--- src/rtl/qos_dequeue_scheduler_pkg.sv ---
// Shared definitions for the QoS dequeue scheduler: state encoding and default sizing.
package qos_dequeue_scheduler_pkg;

    localparam int QOS_DATA_W     = 64;
    localparam int QOS_WEIGHT_W   = 4;
    localparam int QOS_CNT_W      = 16;
    localparam int QOS_DEF_WEIGHT = 3;

    typedef enum logic [1:0] {
        IDLE     = 2'd0,
        SERVE_HI = 2'd1,
        SERVE_LO = 2'd2
    } sched_state_e;

endpackage

--- src/rtl/qos_dequeue_scheduler_credit_counter.sv ---
// Weight register and low-queue service credit for the weighted round-robin scheduler.
module qos_credit_counter
    import qos_dequeue_scheduler_pkg::*;
#(
    parameter int WEIGHT_W   = QOS_WEIGHT_W,
    parameter int DEF_WEIGHT = QOS_DEF_WEIGHT
) (
    input  logic                clk,
    input  logic                rst,
    input  logic                cfg_weight_wen,
    input  logic [WEIGHT_W-1:0] cfg_weight_in,
    input  logic                reload,
    input  logic                consume,
    output logic                credit_nz,
    output logic                weight_zero
);

    logic [WEIGHT_W-1:0] weight_q, weight_d;
    logic [WEIGHT_W-1:0] credit_q, credit_d;

    // A reload always copies the weight held before any same-cycle write.
    always_comb begin
        weight_d = cfg_weight_wen ? cfg_weight_in : weight_q;
        credit_d = credit_q;
        if (reload) begin
            credit_d = weight_q;
        end else if (consume && (credit_q != '0)) begin
            credit_d = credit_q - WEIGHT_W'(1);
        end
    end

    // NOTE: sequential state uses non-blocking assignments so every flop samples pre-edge values.
    always_ff @(posedge clk or negedge rst) begin
        if (!rst) begin
            weight_q <= WEIGHT_W'(DEF_WEIGHT);
            credit_q <= WEIGHT_W'(DEF_WEIGHT);
        end else begin
            weight_q <= weight_d;
            credit_q <= credit_d;
        end
    end

    assign credit_nz   = (credit_q != '0);
    assign weight_zero = (weight_q == '0);

endmodule

--- src/rtl/qos_dequeue_scheduler.sv ---
// Weighted round-robin dequeue of the high/low QoS FIFOs onto one output, whole packets at a time.
module qos_dequeue_scheduler
    import qos_dequeue_scheduler_pkg::*;
#(
    parameter int DATA_W     = QOS_DATA_W,
    parameter int WEIGHT_W   = QOS_WEIGHT_W,
    parameter int DEF_WEIGHT = QOS_DEF_WEIGHT,
    parameter int CNT_W      = QOS_CNT_W
) (
    input  logic                clk,
    input  logic                rst,
    input  logic                hi_empty,
    input  logic [DATA_W-1:0]   hi_data,
    input  logic                hi_eop,
    output logic                hi_rd_en,
    input  logic                lo_empty,
    input  logic [DATA_W-1:0]   lo_data,
    input  logic                lo_eop,
    output logic                lo_rd_en,
    output logic                out_valid,
    output logic [DATA_W-1:0]   out_data,
    output logic                out_eop,
    input  logic                out_rdy,
    input  logic                cfg_weight_wen,
    input  logic [WEIGHT_W-1:0] cfg_weight_in,
    output logic                serving_hi,
    output logic                busy,
    output logic [CNT_W-1:0]    hi_pkt_cnt,
    output logic [CNT_W-1:0]    lo_pkt_cnt
);

    sched_state_e      state_q, state_d;
    logic              out_valid_q, out_valid_d;
    logic [DATA_W-1:0] out_data_q, out_data_d;
    logic              out_eop_q, out_eop_d;
    logic              serving_hi_q, serving_hi_d;
    logic              busy_q, busy_d;
    logic [CNT_W-1:0]  hi_cnt_q, hi_cnt_d;
    logic [CNT_W-1:0]  lo_cnt_q, lo_cnt_d;

    logic can_load, hi_done, lo_done, idle_reload;
    logic credit_nz, weight_zero;

    qos_credit_counter #(
        .WEIGHT_W   (WEIGHT_W),
        .DEF_WEIGHT (DEF_WEIGHT)
    ) u_credit (
        .clk            (clk),
        .rst            (rst),
        .cfg_weight_wen (cfg_weight_wen),
        .cfg_weight_in  (cfg_weight_in),
        .reload         (idle_reload || lo_done),
        .consume        (hi_done),
        .credit_nz      (credit_nz),
        .weight_zero    (weight_zero)
    );

    // NOTE: every signal driven here gets a default first, so no path can infer a latch.
    always_comb begin
        can_load = !out_valid_q || out_rdy;
        hi_rd_en = (state_q == SERVE_HI) && !hi_empty && can_load;
        lo_rd_en = (state_q == SERVE_LO) && !lo_empty && can_load;
        hi_done  = hi_rd_en && hi_eop;
        lo_done  = lo_rd_en && lo_eop;

        idle_reload = 1'b0;
        state_d     = state_q;
        unique case (state_q)
            IDLE: begin
                if (!hi_empty && (weight_zero || credit_nz)) begin
                    state_d = SERVE_HI;
                end else if (!lo_empty) begin
                    state_d = SERVE_LO;
                end else if (!hi_empty) begin
                    idle_reload = 1'b1;
                    state_d     = SERVE_HI;
                end
            end
            // A packet is finished only by popping its eop word; an empty FIFO just stalls.
            SERVE_HI: if (hi_done) state_d = IDLE;
            SERVE_LO: if (lo_done) state_d = IDLE;
            default:  state_d = IDLE;
        endcase

        out_valid_d = out_valid_q;
        out_data_d  = out_data_q;
        out_eop_d   = out_eop_q;
        if (hi_rd_en) begin
            out_valid_d = 1'b1;
            out_data_d  = hi_data;
            out_eop_d   = hi_eop;
        end else if (lo_rd_en) begin
            out_valid_d = 1'b1;
            out_data_d  = lo_data;
            out_eop_d   = lo_eop;
        end else if (out_valid_q && out_rdy) begin
            out_valid_d = 1'b0;
        end

        hi_cnt_d     = hi_cnt_q + CNT_W'(hi_done);
        lo_cnt_d     = lo_cnt_q + CNT_W'(lo_done);
        serving_hi_d = (state_d == SERVE_HI);
        busy_d       = (state_d != IDLE);
    end

    always_ff @(posedge clk or negedge rst) begin
        if (!rst) begin
            state_q      <= IDLE;
            out_valid_q  <= 1'b0;
            out_data_q   <= '0;
            out_eop_q    <= 1'b0;
            serving_hi_q <= 1'b0;
            busy_q       <= 1'b0;
            hi_cnt_q     <= '0;
            lo_cnt_q     <= '0;
        end else begin
            state_q      <= state_d;
            out_valid_q  <= out_valid_d;
            out_data_q   <= out_data_d;
            out_eop_q    <= out_eop_d;
            serving_hi_q <= serving_hi_d;
            busy_q       <= busy_d;
            hi_cnt_q     <= hi_cnt_d;
            lo_cnt_q     <= lo_cnt_d;
        end
    end

    assign out_valid  = out_valid_q;
    assign out_data   = out_data_q;
    assign out_eop    = out_eop_q;
    assign serving_hi = serving_hi_q;
    assign busy       = busy_q;
    assign hi_pkt_cnt = hi_cnt_q;
    assign lo_pkt_cnt = lo_cnt_q;

endmodule

--- config.mk ---
export PLATFORM = sky130hd
export DESIGN_NAME = qos_dequeue_scheduler
export DESIGN_NICKNAME = d
export VERILOG_FILES = /design/src/rtl/qos_dequeue_scheduler_pkg.sv /design/src/rtl/qos_dequeue_scheduler_credit_counter.sv /design/src/rtl/qos_dequeue_scheduler.sv
export SDC_FILE = /design/constraint.sdc
export NUM_CORES = 1
export LEC_CHECK = 0
export ABC_AREA = 1
export CELL_PAD_IN_SITES_DETAIL_PLACEMENT = 1
export CELL_PAD_IN_SITES_GLOBAL_PLACEMENT = 2
export CORE_MARGIN = 2
export CORE_UTILIZATION = 23
export CTS_CLUSTER_SIZE = 28
export DETAILED_ROUTE_END_ITERATION = 12
export MAX_ROUTING_LAYER = met4
export PLACE_DENSITY_LB_ADDON = 0.1
export SLEW_MARGIN = 0
export SYNTH_ARGS = -nofsm -noshare
export SYNTH_HDL_FRONTEND = slang
export SYNTH_HIERARCHICAL = 1
export SYNTH_SLANG_ARGS = --single-unit
--- constraint.sdc ---
create_clock -name clk -period 2.4 [get_ports clk]
set_input_delay 0.36 -clock clk [delete_from_list [all_inputs] [get_ports clk]]
set_output_delay 0.36 -clock clk [all_outputs]
set_load 0.02 [all_outputs]
==> images/placement_by_type.png <==
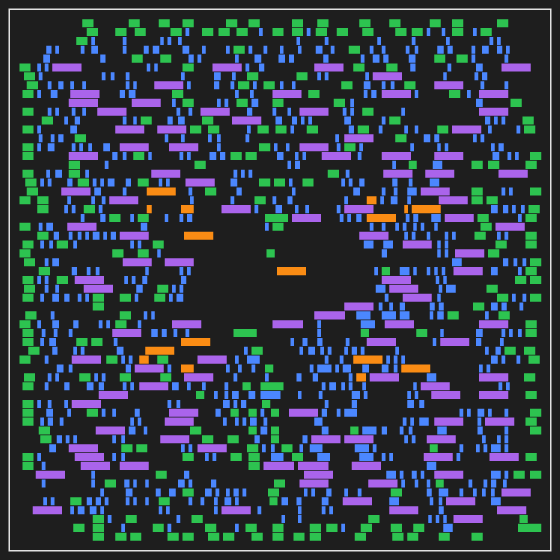
green -> other buffers and delay cells  # cells 263
purple -> flops  # cells 110
orange -> clock drivers and dummy loads  # cells 16
blue -> combinational and other logic  # cells 666
core area: 25,900 sq um
flop share of the area: 30.2%
Final Cell Area: 9130 sq um
final core occ: 35.2%
row count: 59

==> images/metal_density.png <==
Scale bar: 50 um. The die is cut into 33 by 33 equal tiles; dark blue is low, red is high, scaled to the fullest tile. Values are wire area over tile area, all layers added.
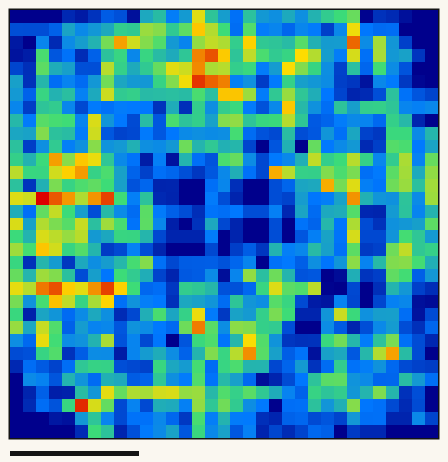
emptiest ninth of the die = middle
mean over tiles = 0.13
tiles over half the peak = 21%
nearly empty tiles = 6.4%
GRT Overall Usage: 16.6%
DR WL/cell: 15.8 um
vias post-DR: 6,009

==> impl_metrics.ini <==
; physical design summary
[power]
internal_power_w = 0.00514
p_comb_share_pct = 50.3
powerDensity_nw_per_um2 = 977

[cts]
cts_tree = built
cts_buffer_depth = 2
cts_resized = 0
clk_pin_slew_ns = 0.08

[final_layout]
clockBufferCount = 10
drive_gt1_share_pct = 5.59
flop_area_sq_um = 2760

[run_status]
status = complete, no violations

[global_route]
top_usage_layer = met2
grt_pass1_vias = 6278

[setup_path]
crit_required_ns = 2.04
max_stage_delay_ns = 0.60
crit_path_end_kind = primary output
r2r_cells = 12
cp.arrival_ns = 1.95

[route]
wl_met2_mm = 10.8
routed_wl_mm = 21.9
ant_nets = 0
drc = 0
drt-initial-drc-count = 202

[yosys]
simple_gate_share_pct = 34.3
syn_nets = 965
muxShareOfSynthArea_pct = 0.560
synth_top_area_share_pct = 44.0
ys_cells = 818
synthDistinctLibCells = 28
ys.flop_type = dfrtp_1

[placed_design]
place_congestion = 0.764
pre_cts_ws_ns = -0.0910

[sta]
period_minus_slack_ns = 2.31
drv_slew = 0
finClkSkew_ns = 0.0107
hold_viol_final = 0

[floorplan]
io_pins = 242
die_y_um = 166
==> images/cell_density.png <==
Scale bar: 50 um. The die is cut into 17 by 17 equal tiles; dark blue is low, red is high, 0 to 100% covered.
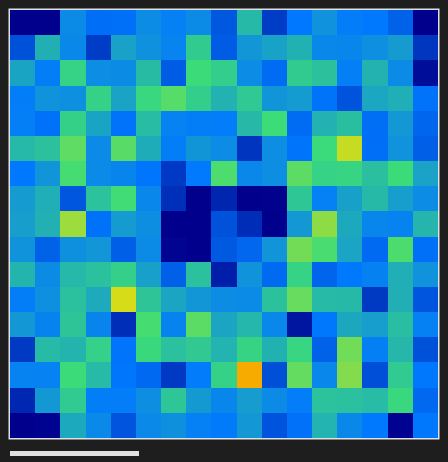
mean over tiles = 32%
nearly empty tiles = 4.8%
emptiest ninth of the die = middle

